Fig. 1: wiring by layer
Bar = 20 um.
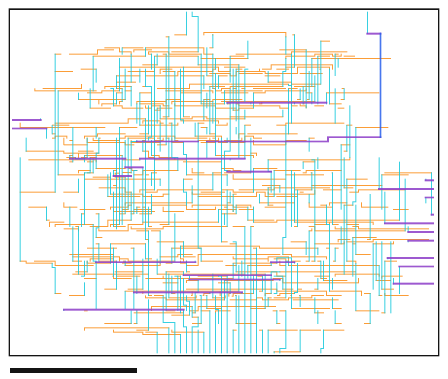
Fig. 2: sequential cells grouped by signal name
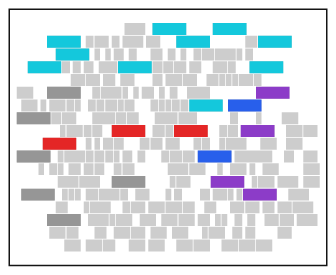
Fig. 3: pin placement
Pins as bars across the die edge, other pins in gray.
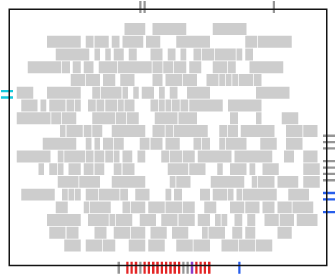
<file path="config.mk">
export PLATFORM = sky130hd
export DESIGN_NAME = doorlock_entry_ctrl_flat
export DESIGN_NICKNAME = d
export VERILOG_FILES = /design/src/rtl/doorlock_entry_ctrl_if.sv /design/src/rtl/doorlock_entry_ctrl.sv /design/src/flat_wrapper.sv
export SDC_FILE = /design/constraint.sdc
export NUM_CORES = 1
export LEC_CHECK = 0
export CAP_MARGIN = 20
export CORE_ASPECT_RATIO = 0.8
export CORE_UTILIZATION = 45
export DETAILED_ROUTE_END_ITERATION = 10
export HOLD_SLACK_MARGIN = 0.06
export PLACE_DENSITY = 0.81
export SYNTH_ARGS = -nofsm -noshare
export SYNTH_HDL_FRONTEND = slang
export SYNTH_SLANG_ARGS = --single-unit
export TNS_END_PERCENT = 50
</file>
<file path="constraint.sdc">
create_clock -name CLK -period 2.35 [get_ports CLK]
set_input_delay 0.5875 -clock CLK [delete_from_list [all_inputs] [get_ports CLK]]
set_output_delay 0.5875 -clock CLK [all_outputs]
set_load 0.02 [all_outputs]
</file>
<file path="src/rtl/doorlock_entry_ctrl_if.sv">
// Key digit handshake between the keypad front end and the doorlock entry sequencer.
// The keypad (master) presents a digit with KEY_VALID; the sequencer (slave) takes it when KEY_READY is high.
interface doorlock_entry_ctrl_if;
  logic       KEY_VALID;
  logic [3:0] KEY_DATA;
  logic       KEY_READY;

  modport master (output KEY_VALID, output KEY_DATA, input KEY_READY);
  modport slave  (input KEY_VALID, input KEY_DATA, output KEY_READY);
endinterface

</file>
<file path="src/rtl/doorlock_entry_ctrl.sv">
// Doorlock keypad sequencer: serializes each accepted digit into the external shift register,
// verifies the readback, checks the entry against CODE, and runs the unlock/lockout timing.
module doorlock_entry_ctrl #(
  parameter int CODE_DIGITS    = 4,
  parameter int MAX_FAILS      = 3,
  parameter int UNLOCK_CYCLES  = 500,
  parameter int LOCKOUT_CYCLES = 1000
) (
  input  logic                        CLK,
  input  logic                        RST,
  doorlock_entry_ctrl_if.slave        key_if,
  input  logic                        CLEAR,
  input  logic [15:0]                 CODE,
  output logic                        SER_DIN,
  output logic                        SHIFT_EN,
  input  logic [3:0]                  REG_Q,
  output logic                        UNLOCK,
  output logic                        ALARM,
  output logic                        ENTRY_ERR,
  output logic                        XFER_ERR,
  output logic [1:0]                  FAIL_CNT
);

  // One down-counter serves both OPEN and LOCK, so it is sized for the longer of the two.
  localparam int TMAX = (UNLOCK_CYCLES > LOCKOUT_CYCLES) ? UNLOCK_CYCLES : LOCKOUT_CYCLES;
  localparam int TW   = (TMAX > 1) ? $clog2(TMAX) : 1;

  typedef enum logic [2:0] {IDLE, SHIFT, CHECK, EVAL, OPEN, LOCK} state_t;

  state_t        state_q, state_d;
  logic [3:0]    digit_q, digit_d;
  logic [1:0]    idx_q, idx_d;
  logic [2:0]    digit_cnt_q, digit_cnt_d;
  logic          mismatch_q, mismatch_d;
  logic [1:0]    fail_cnt_q, fail_cnt_d;
  logic [TW-1:0] timer_q, timer_d;

  logic [3:0]    code_nibble;
  logic [1:0]    fail_next;
  logic          key_ready;

  always_ff @(posedge CLK) begin
    if (RST) begin
      state_q     <= IDLE;
      digit_q     <= '0;
      idx_q       <= '0;
      digit_cnt_q <= '0;
      mismatch_q  <= 1'b0;
      fail_cnt_q  <= '0;
      timer_q     <= '0;
    end else begin
      state_q     <= state_d;
      digit_q     <= digit_d;
      idx_q       <= idx_d;
      digit_cnt_q <= digit_cnt_d;
      mismatch_q  <= mismatch_d;
      fail_cnt_q  <= fail_cnt_d;
      timer_q     <= timer_d;
    end
  end

  // The first digit entered is matched against the most significant nibble of CODE.
  always_comb begin
    code_nibble = CODE[15:12];
    case (digit_cnt_q[1:0])
      2'd0:    code_nibble = CODE[15:12];
      2'd1:    code_nibble = CODE[11:8];
      2'd2:    code_nibble = CODE[7:4];
      default: code_nibble = CODE[3:0];
    endcase
  end

  always_comb begin
    state_d     = state_q;
    digit_d     = digit_q;
    idx_d       = idx_q;
    digit_cnt_d = digit_cnt_q;
    mismatch_d  = mismatch_q;
    fail_cnt_d  = fail_cnt_q;
    timer_d     = timer_q;
    fail_next   = fail_cnt_q;
    key_ready   = 1'b0;
    SER_DIN     = 1'b0;
    SHIFT_EN    = 1'b0;
    UNLOCK      = 1'b0;
    ALARM       = 1'b0;
    ENTRY_ERR   = 1'b0;
    XFER_ERR    = 1'b0;

    case (state_q)
      IDLE: begin
        key_ready = 1'b1;
        if (CLEAR) begin
          digit_cnt_d = '0;
          mismatch_d  = 1'b0;
        end else if (key_if.KEY_VALID) begin
          digit_d = key_if.KEY_DATA;
          idx_d   = '0;
          state_d = SHIFT;
        end
      end

      SHIFT: begin
        SHIFT_EN = 1'b1;
        SER_DIN  = digit_q[idx_q];
        idx_d    = idx_q + 2'd1;
        if (idx_q == 2'd3) state_d = CHECK;
      end

      // A bad readback and a wrong digit both doom the entry, but only the former flags the datapath.
      CHECK: begin
        if (REG_Q != digit_q) begin
          XFER_ERR   = 1'b1;
          mismatch_d = 1'b1;
        end
        if (digit_q != code_nibble) mismatch_d = 1'b1;
        digit_cnt_d = digit_cnt_q + 3'd1;
        if (digit_cnt_q + 3'd1 == 3'(CODE_DIGITS)) state_d = EVAL;
        else                                       state_d = IDLE;
      end

      EVAL: begin
        digit_cnt_d = '0;
        mismatch_d  = 1'b0;
        if (!mismatch_q) begin
          fail_cnt_d = '0;
          timer_d    = TW'(UNLOCK_CYCLES - 1);
          state_d    = OPEN;
        end else begin
          ENTRY_ERR  = 1'b1;
          fail_next  = (fail_cnt_q >= 2'(MAX_FAILS)) ? fail_cnt_q : fail_cnt_q + 2'd1;
          fail_cnt_d = fail_next;
          if (fail_next == 2'(MAX_FAILS)) begin
            timer_d = TW'(LOCKOUT_CYCLES - 1);
            state_d = LOCK;
          end else begin
            state_d = IDLE;
          end
        end
      end

      OPEN: begin
        UNLOCK = 1'b1;
        if (timer_q == '0) state_d = IDLE;
        else               timer_d = timer_q - TW'(1);
      end

      LOCK: begin
        ALARM = 1'b1;
        if (timer_q == '0) begin
          fail_cnt_d = '0;
          state_d    = IDLE;
        end else begin
          timer_d = timer_q - TW'(1);
        end
      end

      default: state_d = IDLE;
    endcase
  end

  assign key_if.KEY_READY = key_ready;
  assign FAIL_CNT         = fail_cnt_q;

endmodule

</file>
<file path="src/flat_wrapper.sv">
// flat-port wrapper written by rule: the top's interface ports become plain ports
module doorlock_entry_ctrl_flat 
#(
  parameter int CODE_DIGITS    = 4,
  parameter int MAX_FAILS      = 3,
  parameter int UNLOCK_CYCLES  = 500,
  parameter int LOCKOUT_CYCLES = 1000
)
  (CLK, RST, CLEAR, CODE, SER_DIN, SHIFT_EN, REG_Q, UNLOCK, ALARM, ENTRY_ERR, XFER_ERR, FAIL_CNT, key_if_KEY_VALID, key_if_KEY_DATA, key_if_KEY_READY);
  doorlock_entry_ctrl_if key_if_i ();
  input  logic CLK;
  input  logic RST;
  input  logic CLEAR;
  input  logic [15:0] CODE;
  output logic SER_DIN;
  output logic SHIFT_EN;
  input  logic [3:0] REG_Q;
  output logic UNLOCK;
  output logic ALARM;
  output logic ENTRY_ERR;
  output logic XFER_ERR;
  output logic [1:0] FAIL_CNT;
  input wire logic [$bits(key_if_i.KEY_VALID)-1:0] key_if_KEY_VALID;
  input wire logic [$bits(key_if_i.KEY_DATA)-1:0] key_if_KEY_DATA;
  output wire logic [$bits(key_if_i.KEY_READY)-1:0] key_if_KEY_READY;
  assign key_if_i.KEY_VALID = key_if_KEY_VALID;
  assign key_if_i.KEY_DATA = key_if_KEY_DATA;
  assign key_if_KEY_READY = key_if_i.KEY_READY;
  doorlock_entry_ctrl #(.CODE_DIGITS(CODE_DIGITS), .MAX_FAILS(MAX_FAILS), .UNLOCK_CYCLES(UNLOCK_CYCLES), .LOCKOUT_CYCLES(LOCKOUT_CYCLES)) u_core (.CLK(CLK), .RST(RST), .key_if(key_if_i), .CLEAR(CLEAR), .CODE(CODE), .SER_DIN(SER_DIN), .SHIFT_EN(SHIFT_EN), .REG_Q(REG_Q), .UNLOCK(UNLOCK), .ALARM(ALARM), .ENTRY_ERR(ENTRY_ERR), .XFER_ERR(XFER_ERR), .FAIL_CNT(FAIL_CNT));
endmodule
</file>
==> impl_metrics.yaml <==
# physical design summary
yosys:
  ys.flop_type: "dfxtp_1"
  ys_sh_aoi_pct: 20.4
  logic_family: "simple AND/OR/NAND/NOR gates"
  topCellsByArea: "dfxtp_1 32%, ha_1 6.5%, a21oi_1 5.8%"
  synth-xor-area-share_pct: 5.67
  synth.area.mux_share_pct: 5.35
cells_and_area:
  fin_cells: 265
  clkCellAreaFrac_pct: 2.28
  numSequentialCells: 25
  seq_area_share_pct: 24.7
  n_all_buffers: 43
  drive_gt1_share_pct: 9.33
  comb_area_um2: 962
  layout_top_cell: "clkdlybuf4s50_1"
  area_growth_pct: 31.4
setup_path:
  crit_chain: "clkdlybuf4s50_1 > xor2_1 > nor4_2 > buf_4 > nor2_1 > buf_4"
  path_depth: 6
  r2r_end: "u_core.state_q[0]"
  startpoint: "REG_Q[2]"
  path_max_fanout: 2
  path_class: "in2out"
  rrSetupSlack_ns: 0.18
  cp.required_ns: 1.76
clock_network:
  clk_latency_ns: 0.27
  clock_path_buffers: 2
  cts_root_buf: "clkbuf_8"
  cts_tree: "done"
  post-cts-setup-buffer-count: 0
timing:
  clock_skew_ns: 0.00955
  setup_slack_ns: 0.0800
  rsz0062_at_grt: "no"
  final-setup-viol-count: 0
  fmax_mhz: 441
  relSlewSlack_pct: 58.5
pwr:
  p_clk_mw: 0.253
  pwr.group.combinational_mw: 0.149
  p_sw_mw: 0.212
  internal_power_mw: 0.634
  power_mw: 0.846
global_route:
  grt_max_degree: 26
  grt_usage_pct: 21.7
  grtUsageMet3_pct: 5.21
  grt-ovfl-total: 0
detailed_routing:
  drt_iter0_drc: 129
  ant_nets: 0
  wl_met3_um: 231
  vias_per_cell: 5.48
floorplan:
  num_rows: 18
  fp-utilization_pct: 48.6
  nWellTaps: 40
  core_um2: 3180
status:
  status: "completed"
place:
  placedInstanceArea_um2: 1970
job:
  openroad.warnings: 31
  max-cap-violations: 0
min_path:
  hp-class: "reg2reg"
## Picture notes: Fig. 1
- purple: metal 3 (wire length 231 um)
- blue: metal 4 (wire length 16.3 um)
- orange: metal 1 (wire length 1860 um)
- cyan: metal 2 (wire length 1490 um)
DRT Wirelength: 3590 um
Via Count: 1452

## Picture notes: Fig. 2
- purple: `u_core.digit_q` (flops 4)
- red: `u_core.state_q` (flops 3)
- cyan: `u_core.timer_q` (flops 10)
- blue: `u_core.idx_q` (flops 2)
Seq power: 0.444 mW
Reg area: 500 um^2
final core occ: 63.9%

## Picture notes: Fig. 3
- red: `CODE` (pins 16; direction input; edge bottom)
- purple: `ENTRY_ERR` (pins 1; direction output; edge bottom)
- cyan: `FAIL_CNT` (pins 2; direction output; edge left)
- blue: `REG_Q` (pins 4; direction input; edge 3 right, 1 bottom)
Port Buffers: 36
Die Y: 54.4 um
die width: 67.5 um

Power is estimated from default activity; no workload was simulated.
